<file path="src/rtl/adc_avg_pkg.sv">
`default_nettype none
`timescale 1ns/1ps
// +----------------------------------------------------------------------+
// | Module : adc_avg_pkg                                                 |
// | Brief  : Shared types and defaults for the ADC code averager.       |
// | Rev    : 1.0  initial release                                        |
// +----------------------------------------------------------------------+
package adc_avg_pkg;

    localparam int c_default_n_bits   = 3;
    localparam int c_default_log2_avg = 2;

    typedef enum logic {
        EMPTY = 1'b0,
        FULL  = 1'b1
    } avg_state_t;

    // Sum of 2^log2_avg codes of n_bits each never needs more than this.
    function automatic int acc_width(input int n_bits, input int log2_avg);
        return n_bits + log2_avg;
    endfunction

endpackage
`default_nettype wire

</file>
<file path="src/rtl/adc_avg_round.sv">
`default_nettype none
`timescale 1ns/1ps
// +----------------------------------------------------------------------+
// | Module : adc_avg_round                                               |
// | Brief  : Combinational window sum to round-half-up average.          |
// | Rev    : 1.0  initial release                                        |
// +----------------------------------------------------------------------+
module adc_avg_round
    import adc_avg_pkg::*;
#(
    parameter int N_BITS   = c_default_n_bits,
    parameter int LOG2_AVG = c_default_log2_avg
) (
    input  logic [acc_width(N_BITS, LOG2_AVG)-1:0] sum,
    output logic [N_BITS-1:0]                      avg
);

    localparam int c_acc_w = acc_width(N_BITS, LOG2_AVG);
    localparam logic [c_acc_w-1:0] c_half =
        {{(c_acc_w-1){1'b0}}, 1'b1} << (LOG2_AVG - 1);

    // Adding half can't carry out: max sum + half < 2^c_acc_w.
    assign avg = N_BITS'((sum + c_half) >> LOG2_AVG);

endmodule
`default_nettype wire

</file>
<file path="src/rtl/adc_code_averager.sv">
`default_nettype none
`timescale 1ns/1ps
// +----------------------------------------------------------------------+
// | Module : adc_code_averager                                           |
// | Brief  : Windowed averager for flash ADC codes with double-buffered  |
// |          valid/ready result. ADC_AVG_MINMAX_EN adds min/max outputs. |
// | Rev    : 1.0  initial release                                        |
// +----------------------------------------------------------------------+
module adc_code_averager
    import adc_avg_pkg::*;
#(
    parameter int N_BITS   = c_default_n_bits,
    parameter int LOG2_AVG = c_default_log2_avg
) (
    input  logic                       clk,
    input  logic                       rst_n,
    input  logic                       sample_en,
    input  logic [N_BITS-1:0]          q_in,
    input  logic                       clear_ovr,
    input  logic                       avg_ready,
    output logic                       avg_valid,
    output logic [N_BITS-1:0]          avg_out,
    output logic [N_BITS+LOG2_AVG-1:0] sum_out,
`ifdef ADC_AVG_MINMAX_EN
    output logic [N_BITS-1:0]          min_out,
    output logic [N_BITS-1:0]          max_out,
`endif
    output logic                       overrun
);

    localparam int c_acc_w = acc_width(N_BITS, LOG2_AVG);

    logic [c_acc_w-1:0]  r_acc;
    logic [LOG2_AVG-1:0] r_cnt;
    avg_state_t          r_state;
    logic                w_last;
    logic [c_acc_w-1:0]  w_sum;
    logic [N_BITS-1:0]   w_avg;
    logic                w_load;
    logic                w_drop;

    assign w_last = sample_en && (r_cnt == '1);
    assign w_sum  = r_acc + c_acc_w'(q_in);
    // A completion is taken when the result slot is free or being freed now.
    assign w_load = w_last && ((r_state == EMPTY) || avg_ready);
    assign w_drop = w_last && (r_state == FULL) && !avg_ready;

    adc_avg_round #(
        .N_BITS   (N_BITS),
        .LOG2_AVG (LOG2_AVG)
    ) u_round (
        .sum (w_sum),
        .avg (w_avg)
    );

    always_ff @(posedge clk) begin
        if (!rst_n) begin
            r_acc     <= '0;
            r_cnt     <= '0;
            r_state   <= EMPTY;
            avg_valid <= 1'b0;
            avg_out   <= '0;
            sum_out   <= '0;
            overrun   <= 1'b0;
        end else begin
            if (sample_en) begin
                r_acc <= w_last ? '0 : w_sum;
                r_cnt <= r_cnt + LOG2_AVG'(1);
            end

            case (r_state)
                EMPTY: begin
                    if (w_last) begin
                        r_state   <= FULL;
                        avg_valid <= 1'b1;
                    end
                end
                FULL: begin
                    if (avg_ready && !w_last) begin
                        r_state   <= EMPTY;
                        avg_valid <= 1'b0;
                    end
                end
                default: begin
                    r_state   <= EMPTY;
                    avg_valid <= 1'b0;
                end
            endcase

            if (w_load) begin
                sum_out <= w_sum;
                avg_out <= w_avg;
            end

            if (w_drop) begin
                overrun <= 1'b1;
            end else if (clear_ovr) begin
                overrun <= 1'b0;
            end
        end
    end

`ifdef ADC_AVG_MINMAX_EN
    logic [N_BITS-1:0] r_min;
    logic [N_BITS-1:0] r_max;
    logic [N_BITS-1:0] w_min_next;
    logic [N_BITS-1:0] w_max_next;

    assign w_min_next = (q_in < r_min) ? q_in : r_min;
    assign w_max_next = (q_in > r_max) ? q_in : r_max;

    always_ff @(posedge clk) begin
        if (!rst_n) begin
            r_min   <= '1;
            r_max   <= '0;
            min_out <= '0;
            max_out <= '0;
        end else begin
            if (sample_en) begin
                r_min <= w_last ? '1 : w_min_next;
                r_max <= w_last ? '0 : w_max_next;
            end
            if (w_load) begin
                min_out <= w_min_next;
                max_out <= w_max_next;
            end
        end
    end
`endif

endmodule
`default_nettype wire

</file>
<file path="config.mk">
export PLATFORM = sky130hd
export DESIGN_NAME = adc_code_averager
export DESIGN_NICKNAME = d
export VERILOG_FILES = /design/src/rtl/adc_avg_pkg.sv /design/src/rtl/adc_avg_round.sv /design/src/rtl/adc_code_averager.sv
export SDC_FILE = /design/constraint.sdc
export NUM_CORES = 1
export LEC_CHECK = 0
export ABC_AREA = 1
export CAP_MARGIN = 20
export CORE_MARGIN = 1.5
export CORE_UTILIZATION = 50
export CTS_CLUSTER_SIZE = 24
export DETAILED_ROUTE_END_ITERATION = 16
export DONT_BUFFER_PORTS = 1
export GPL_ROUTABILITY_DRIVEN = 0
export PLACE_DENSITY = 0.8
export SLEW_MARGIN = 20
export SYNTH_ARGS = -nofsm -noshare
export SYNTH_HDL_FRONTEND = slang
export SYNTH_SLANG_ARGS = --single-unit
</file>
<file path="constraint.sdc">
create_clock -name clk -period 2.1 [get_ports clk]
set_clock_uncertainty 0.15 [all_clocks]
set_input_delay 0.42 -clock clk [delete_from_list [all_inputs] [get_ports clk]]
set_output_delay 0.42 -clock clk [all_outputs]
set_load 0.03 [all_outputs]
</file>
==> results.sh <==
# source this file to load flow results
export IMPL_synth_stat_cells=114
export IMPL_flop_cell="dfxtp_1"
export IMPL_drc=0
export IMPL_pg_seq_mw=0.378
export IMPL_antenna_found_initial=0
export IMPL_slew_limit_headroom_pct=76.3
export IMPL_fin_hold_ws_ps=92.4
export IMPL_pre_cts_ws_ps=-64.7
export IMPL_grt_use_met3_pct=8.00
export IMPL_fp_util_pct=55.9
export IMPL_cp_arrival_ps=1990
export IMPL_status="complete, no violations"
export IMPL_edf_count=0
export IMPL_die_area_um2=2020
export IMPL_hold_viol=0
export IMPL_worst_pin_slew_ps=354
export IMPL_leakage_nw=0.417
export IMPL_synthToLayoutAreaGrowth_pct=6.39
export IMPL_numCtsBuffers=3
export IMPL_p_seq_share_pct=56.6
export IMPL_post_dp_cell_area_um2=905
export IMPL_cp_endpoint="avg_out[1]"
export IMPL_ys_types=22
export IMPL_design_area_um2=937
export IMPL_grt_ovfl_total=0
export IMPL_die_w_um=45.0
export IMPL_critPathTopFamily="adder cells"
export IMPL_switching_share_pct=28.6
export IMPL_nets=134
export IMPL_grt_busiest_layer="met2"
export IMPL_cp_required_ps=2150
export IMPL_grt_pass1_wl_um=2920
export IMPL_worstSetupPathType="reg2reg"
export IMPL_cts_root_buf="clkbuf_4"
export IMPL_finish_utilization_pct=59.4
export IMPL_critPathBufInv=3
export IMPL_cts_hold_buf=0
export IMPL_netlist_area_leader_share_pct=40.9
export IMPL_max_vdd_ir_drop_v=0.000380
export IMPL_gr_usage_all_layers_pct=20.6
export IMPL_yosys_warnings=0
export IMPL_totalPowerFinal_mw=0.668
export IMPL_path_clk_slew_ps=100
export IMPL_worst_path_max_fanout=2
export IMPL_rr_worst_depth=11
export IMPL_ys_ff=18
export IMPL_whs_path_depth=1
export IMPL_htreeDepth=1
export IMPL_fin_setup_tns_ps=0
export IMPL_clock_path_buffers=2
export IMPL_cp_cell_sequence="ha_1 -> fa_2 -> xnor2_2 -> inv_1 -> ha_1 -> inv_1 -> nand2_1 -> o21ai_1 -> nand2_1 -> inv_1 -> nor2_1"
export IMPL_antenna_cells=0
export IMPL_final_setup_worst_slack_ps=157
export IMPL_top_regs="r_acc: 5 flops, sum_out: 5 flops, avg_out: 3 flops"
export IMPL_drt_iter0_markers=20
export IMPL_yosys_area_top_type="dfxtp_1"
export IMPL_cpPeakStageDelay_ps=380
export IMPL_rr_endpoint="avg_out[1]"
export IMPL_top_layer="met4"
export IMPL_p_sw_mw=0.191
export IMPL_setup_viol=0
export IMPL_met2_usage_pct=35.1
export IMPL_yosysSeqAreaShare_pct=40.9
export IMPL_fmax_mhz=515
export IMPL_grt_setup_unrepaired="false"
export IMPL_async_flop_share_pct=0
export IMPL_drt_met1_wl_um=776
export IMPL_startpoint="r_acc[0]"
export IMPL_maxPowerGroup="sequential cells"
export IMPL_drv_slew=0
export IMPL_maxCapViolations=0
==> final cells by class <==
cell class	instances	area [um2]	share of cell area [%]
Multi-Input combinational cell	79	454	48.5
Timing Repair Buffer	3	22.5	2.40
Tap cell	16	20.0	2.14
Clock buffer	3	22.5	2.40
Inverter	15	57.6	6.14
Sequential cell	18	360	38.5
==> cell families (layout without fill, tap and decap cells) <==
logic type	after synthesis	in the layout	share of synthesized area (%)
simple gates	49	49	25.1
compound gates	22	22	13.9
flops	18	18	40.9
buf+inv	17	21	8.66
fa+ha+maj	6	6	9.38
xor+xnor	2	2	1.99
==> what timing repair did <==
action	in CTS	in global routing
gates resized	0	2
setup buffers	0	0
endpoints found under the setup margin	0	1
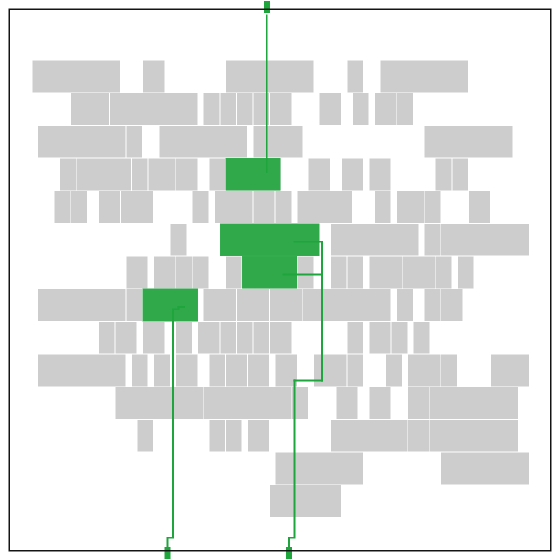
*Port wiring*
q_in: marked green, bits 3, direction input, edge 2 bottom, 1 top, end cells 4, buffers 0, wire 68.0 um.

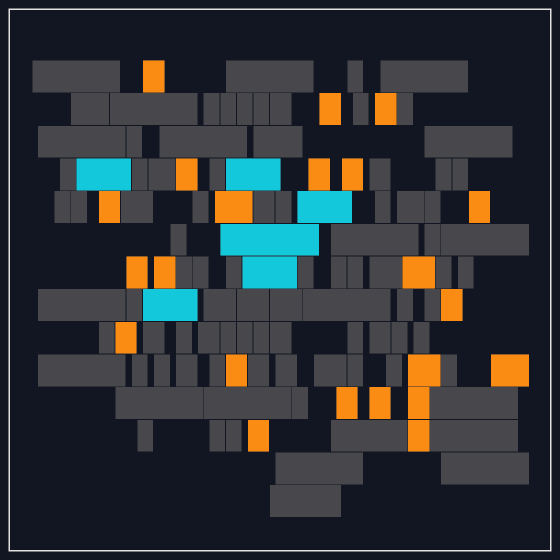
*Logic cells by family*
inverting AOI/OAI gates: marked orange, cells 22, most used a21oi_1. adder and majority cells: marked cyan, cells 6, most used ha_1, where centre.
most instantiated logic cell after routing: nand2_1
combinational share of cell area: 48.5%
Layout Cells excl Fill: 134

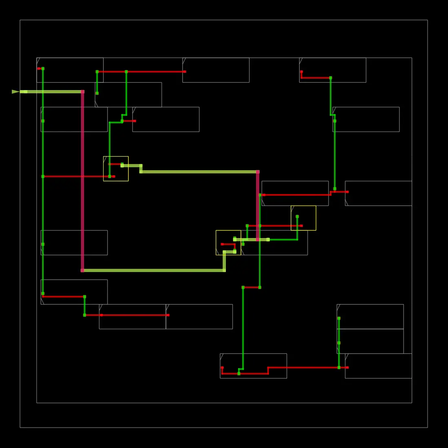
*Clock nets*
P_clk: 0.169 mW
clk_lat worst skew: 290 ps

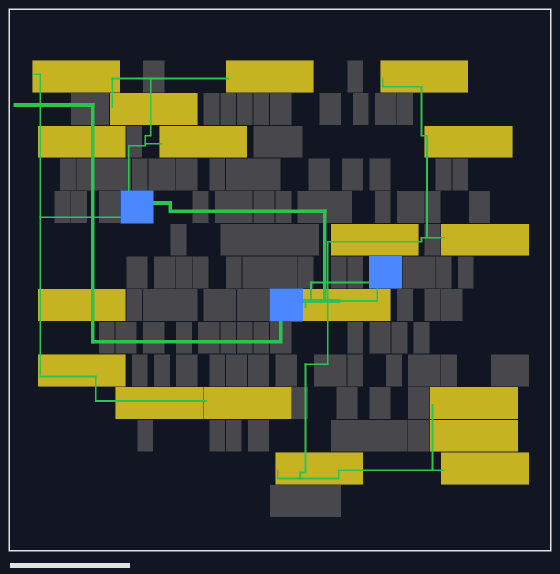
*Clock wires, drivers and flops*
Bar = 10 um.
flip-flops: marked yellow, count 18. clock wires: marked green, length 236 um. cells driving clock nets: marked blue, count 3.
Position of the flops: all over the die.
Clk pwr share: 25.2%

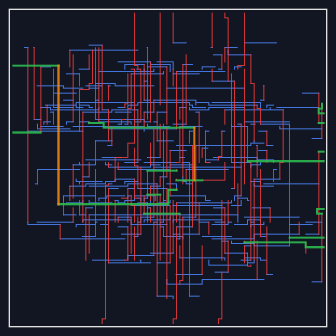
*Routed metal, one colour a layer*
met3: marked green, wire length 93.3 um. met1: marked blue, wire length 776 um. met4: marked orange, wire length 27.2 um. met2: marked red, wire length 930 um.

Power and IR drop assume default switching activity.
